File: src/rtl/alu_ops_pkg.sv
// ============================================================================
// Module      : alu_ops_pkg
// Description : ALU operation codes and multiply-sequencer state encoding,
//               shared by the ALU control decoder, the ALU and the MUL
//               sequencer.
// Revision    : 1.0 - initial release
// ============================================================================
`default_nettype none

package alu_ops_pkg;

    // ALU operation codes as produced by the ALU control decoder
    localparam logic [5:0] c_alu_add = 6'b100000;
    localparam logic [5:0] c_alu_sub = 6'b100010;
    localparam logic [5:0] c_alu_mul = 6'b011000;
    localparam logic [5:0] c_alu_and = 6'b100100;
    localparam logic [5:0] c_alu_or  = 6'b100101;
    localparam logic [5:0] c_alu_nor = 6'b100111;
    localparam logic [5:0] c_alu_xor = 6'b100110;
    localparam logic [5:0] c_alu_sll = 6'b000000;
    localparam logic [5:0] c_alu_srl = 6'b000010;
    localparam logic [5:0] c_alu_slt = 6'b101010;

    // Multiply sequencer states
    typedef enum logic [1:0] {
        ST_IDLE = 2'd0,
        ST_RUN  = 2'd1,
        ST_FIX  = 2'd2,
        ST_DONE = 2'd3
    } mul_state_t;

endpackage : alu_ops_pkg

`default_nettype wire

File: src/rtl/mul_shift_add_dp.sv
// ============================================================================
// Module      : mul_shift_add_dp
// Description : Shift-add multiply datapath. Works on operand magnitudes and
//               applies the product sign once at the end. Driven by load,
//               step and fix strobes from the sequencer.
// Revision    : 1.0 - initial release
// ============================================================================
`default_nettype none

module mul_shift_add_dp #(
    parameter int WIDTH = 32
) (
    input  logic             clk,
    input  logic             rst,
    input  logic             i_load,
    input  logic             i_step,
    input  logic             i_fix,
    input  logic [WIDTH-1:0] i_a,
    input  logic [WIDTH-1:0] i_b,
    output logic [WIDTH-1:0] o_result
);

    localparam logic [WIDTH-1:0] c_one = WIDTH'(1);

    logic [WIDTH-1:0] r_mcand;
    logic [WIDTH-1:0] r_mplier;
    logic [WIDTH-1:0] r_acc;
    logic [WIDTH-1:0] r_result;
    logic             r_sign;

    logic [WIDTH-1:0] w_abs_a;
    logic [WIDTH-1:0] w_abs_b;
    logic [WIDTH-1:0] w_acc_neg;

    // Magnitudes; the most negative value wraps to itself and is then read
    // as the unsigned value 2^(WIDTH-1), which still yields correct low bits.
    assign w_abs_a   = i_a[WIDTH-1] ? (~i_a + c_one) : i_a;
    assign w_abs_b   = i_b[WIDTH-1] ? (~i_b + c_one) : i_b;
    assign w_acc_neg = ~r_acc + c_one;

    // Operand load, one shift-add iteration per step, sign fix-up into Result
    always_ff @(posedge clk) begin
        if (rst) begin
            r_mcand  <= '0;
            r_mplier <= '0;
            r_acc    <= '0;
            r_sign   <= 1'b0;
            r_result <= '0;
        end else begin
            if (i_load) begin
                r_mcand  <= w_abs_a;
                r_mplier <= w_abs_b;
                r_sign   <= i_a[WIDTH-1] ^ i_b[WIDTH-1];
                r_acc    <= '0;
            end else if (i_step) begin
                if (r_mplier[0]) begin
                    r_acc <= r_acc + r_mcand;
                end
                r_mcand  <= r_mcand << 1;
                r_mplier <= r_mplier >> 1;
            end
            if (i_fix) begin
                r_result <= r_sign ? w_acc_neg : r_acc;
            end
        end
    end

    assign o_result = r_result;

endmodule : mul_shift_add_dp

`default_nettype wire

File: src/rtl/alu_mul_sequencer.sv
// ============================================================================
// Module      : alu_mul_sequencer
// Description : EX-stage controller for the multi-cycle MUL operation. Stalls
//               the pipeline while a WIDTH-iteration shift-add multiply runs
//               and strobes Done for one cycle when Result is valid. Other
//               ALU operations pass through without stalling.
// Revision    : 1.0 - initial release
// ============================================================================
`default_nettype none

module alu_mul_sequencer
    import alu_ops_pkg::*;
#(
    parameter int         WIDTH    = 32,
    parameter logic [5:0] MUL_CODE = c_alu_mul
) (
    input  logic             Clk,
    input  logic             Rst,
    input  logic             Start,
    input  logic [5:0]       ALUControl,
    input  logic [WIDTH-1:0] A,
    input  logic [WIDTH-1:0] B,
    input  logic             Flush,
    output logic             Stall,
    output logic             Busy,
    output logic             Done,
    output logic [WIDTH-1:0] Result
);

    localparam int                 c_CNT_W = (WIDTH > 1) ? $clog2(WIDTH) : 1;
    localparam logic [c_CNT_W-1:0] c_LAST  = c_CNT_W'(WIDTH - 1);

    mul_state_t         r_state;
    mul_state_t         w_state_next;
    logic [c_CNT_W-1:0] r_count;

    logic w_accept;
    logic w_load;
    logic w_step;
    logic w_fix;

    assign w_accept = Start && (ALUControl == MUL_CODE) && !Flush;

    // State register
    always_ff @(posedge Clk) begin
        if (Rst) begin
            r_state <= ST_IDLE;
        end else begin
            r_state <= w_state_next;
        end
    end

    // Iteration counter, cleared on accept, advanced once per RUN step
    always_ff @(posedge Clk) begin
        if (Rst) begin
            r_count <= '0;
        end else if (w_load) begin
            r_count <= '0;
        end else if (w_step) begin
            r_count <= r_count + 1'b1;
        end
    end

    // Next state, datapath strobes and pipeline handshake outputs
    always_comb begin
        w_state_next = r_state;
        w_load       = 1'b0;
        w_step       = 1'b0;
        w_fix        = 1'b0;
        Stall        = 1'b0;
        Done         = 1'b0;
        Busy         = (r_state != ST_IDLE);
        case (r_state)
            ST_IDLE: begin
                // Stall is raised in the accept cycle itself so ID/EX holds the MUL
                if (w_accept) begin
                    w_load       = 1'b1;
                    Stall        = 1'b1;
                    w_state_next = ST_RUN;
                end
            end
            ST_RUN: begin
                Stall = 1'b1;
                if (Flush) begin
                    w_state_next = ST_IDLE;
                end else begin
                    w_step = 1'b1;
                    if (r_count == c_LAST) begin
                        w_state_next = ST_FIX;
                    end
                end
            end
            ST_FIX: begin
                Stall = 1'b1;
                if (Flush) begin
                    w_state_next = ST_IDLE;
                end else begin
                    w_fix        = 1'b1;
                    w_state_next = ST_DONE;
                end
            end
            ST_DONE: begin
                // ID/EX still holds the finished MUL, so Start is not looked at here
                Done         = 1'b1;
                w_state_next = ST_IDLE;
            end
            default: begin
                w_state_next = ST_IDLE;
            end
        endcase
    end

    mul_shift_add_dp #(
        .WIDTH (WIDTH)
    ) u_dp (
        .clk      (Clk),
        .rst      (Rst),
        .i_load   (w_load),
        .i_step   (w_step),
        .i_fix    (w_fix),
        .i_a      (A),
        .i_b      (B),
        .o_result (Result)
    );

endmodule : alu_mul_sequencer

`default_nettype wire

File: config.mk
export PLATFORM = sky130hd
export DESIGN_NAME = alu_mul_sequencer
export DESIGN_NICKNAME = d
export VERILOG_FILES = /design/src/rtl/alu_ops_pkg.sv /design/src/rtl/mul_shift_add_dp.sv /design/src/rtl/alu_mul_sequencer.sv
export SDC_FILE = /design/constraint.sdc
export NUM_CORES = 1
export LEC_CHECK = 0
export ABC_AREA = 1
export CORE_ASPECT_RATIO = 0.5
export CORE_MARGIN = 10
export CORE_UTILIZATION = 51
export CTS_BUF_LIST = sky130_fd_sc_hd__clkbuf_16
export DETAILED_ROUTE_END_ITERATION = 10
export PLACE_DENSITY = 0.82
export SETUP_SLACK_MARGIN = 0.15
export SYNTH_ARGS = -nofsm -noshare
export SYNTH_HDL_FRONTEND = slang
export SYNTH_SLANG_ARGS = --single-unit
export TNS_END_PERCENT = 20
File: constraint.sdc
create_clock -name Clk -period 3.8 [get_ports Clk]
set_input_delay 0.57 -clock Clk [delete_from_list [all_inputs] [get_ports Clk]]
set_output_delay 0.57 -clock Clk [all_outputs]
set_load 0.005 [all_outputs]
==> images/gate_families.png <==
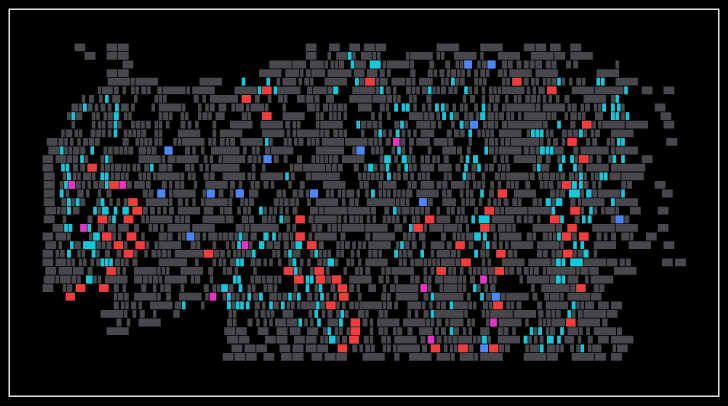
family	color	cells	most used
XOR/XNOR gates	red	63	xor2_1
AND-OR and OR-AND gates	blue	15	o21a_1
NOR gates	cyan	212	nor2_1
AND and OR gates	magenta	10	and2_1
fin cells: 2167
most common cell after layout, fill and taps aside: nand2_1
multi-input combinational area share: 54.5%

==> images/registers.png <==
Scale bar: 50 µm.
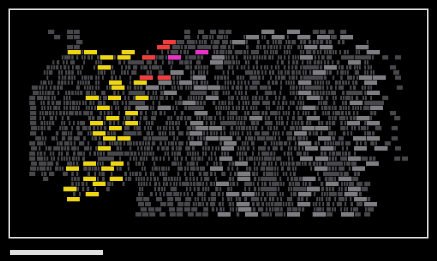
signal	color	flops
r_state	magenta	2
r_count	red	5
u_dp.r_mplier	yellow	32
not colored	97
Seq/total area: 21.9%
Seq power: 1560 µW
Final Util: 60.7%
Flop area: 0.00272 mm²

==> images/met2.png <==
Scale bar: 50 µm.
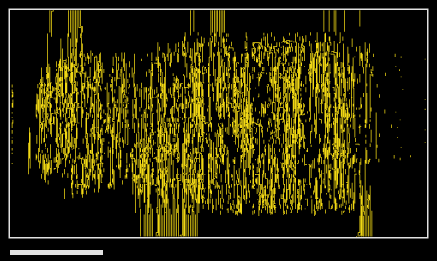
share of all routed wire	44%
main direction	vertical
nets with wire on the layer	1521
longest straight run	48.8 µm
wire length on this layer	13500 µm
Total Wirelength: 30.9 mm
met2 usage: 37.2%
DR vias: 11558

==> ci_impl_report.md <==
## Implementation flow summary

| Metric | Value |
|---|---|
| Status | finished, final reports clean |
| Post-synthesis simple-gate area fraction | 38.2% |
| Area of the core | 0.0205 mm² |
| CTS root buffer | clkbuf_16 |
| Die Wd | 224 µm |
| Synth cell types | 44 |
| Vias per std cell | 5.33 |
| Logic pwr share | 20.5% |
| Setup WS pre-CTS | 0.989 ns |
| Final TNS setup | 0 ns |
| Synth top cell by count | nand2_1 |
| Worst Setup SP | ALUControl[3] |
| Clk cell area share | 4.48% |
| Sequential share of the synthesized area | 25.7% |
| Hold-fix buffers, CTS | 0 |
| CP cell instances | clkdlybuf4s50_1 > inv_1 > nor3_2 > nand4_4 > a21oi_1 > clkdlybuf4s50_1 |
| Share of layout cells above drive strength 1 | 4.12% |
| Internal Power | 2820 µW |
| Sequential Power Share | 39.3% |
| Total setup buffers inserted after CTS | 0 |
| Setup WS post-layout | 1.09 ns |
| CP Capture Type | output port |
| Dominant kind of cell | multi-input combinational cells |
| Yosys aoi share | 15.4% |
| Multiplexer share | 0% |
| Synth flops | 136 |
| Largest delay share family, worst path | buffers and inverters |
| TritonCTS buffer count | 17 |
| Worst-path fanout max | 4 |
| Sw Share | 29.2% |
| Top Layer Used | met4 |
| CP bufs+invs | 3 |
| Met1 usage | 28.8% |
| Syn avg cell area | 5.88 µm² |
| DR iter-0 viols | 1165 |
| CTS tree | built |
| Inverters | 218 |
| Setup-failing EPs final | 0 |
| Comb area | 0.00678 mm² |
| Hold path start | u_dp.r_mplier[14] |
| Ys flop type | dfxtp_1 |
| Site row count | 37 |
| Hold Fails Final Rpt | 0 |
==> images/met3.png <==
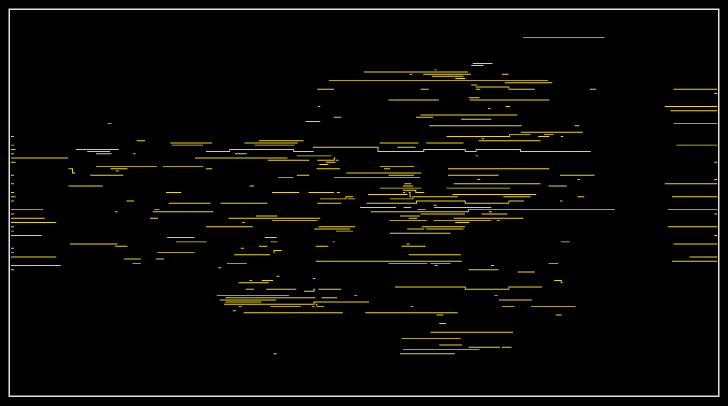
nets with wire on the layer	183
longest straight run	69.0 µm
wire length on this layer	2470 µm
met3 Usage GRT: 4.32%

==> images/final_congestion.png <==
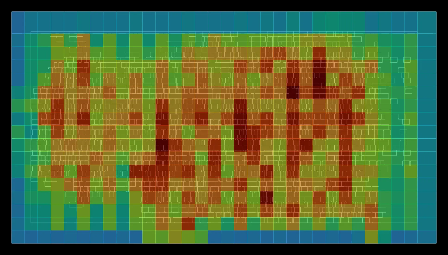
DR WL/cell: 14.2 µm
busiest layer in global routing: met2
gr usage total: 22.5%

## path summary, 6_finish.rpt
| kind | endpoint | cells past startpoint |
|---|---|---|
| max | Stall | 6 |
| min | u_dp.r_mplier[14] | 2 |
| max reg2reg | u_dp.r_mplier[21] | 9 |
| min reg2reg | u_dp.r_mplier[14] | 2 |
## stage by stage
stage               instance area [µm²]  hold slack [ns]  total power [µW]  utilization, %
finish                            12400            0.464              3980            60.7
global route                      12400            0.474              4150            60.7
CTS                               12400            0.461              3990            60.7
detailed placement                11900            0.453              2400            58.0
global placement                  11900            0.451              2400            58.0
floorplan                         10600            0.441              2030               -
## state kept, by name (all words and copies together) (netlist names)
signal,count
r_state,2
u_dp.r_acc,32
u_dp.r_mplier,32
u_dp.r_sign,1
u_dp.r_mcand,32
u_dp.o_result,32
r_count,5
Power and IR drop assume default switching activity.
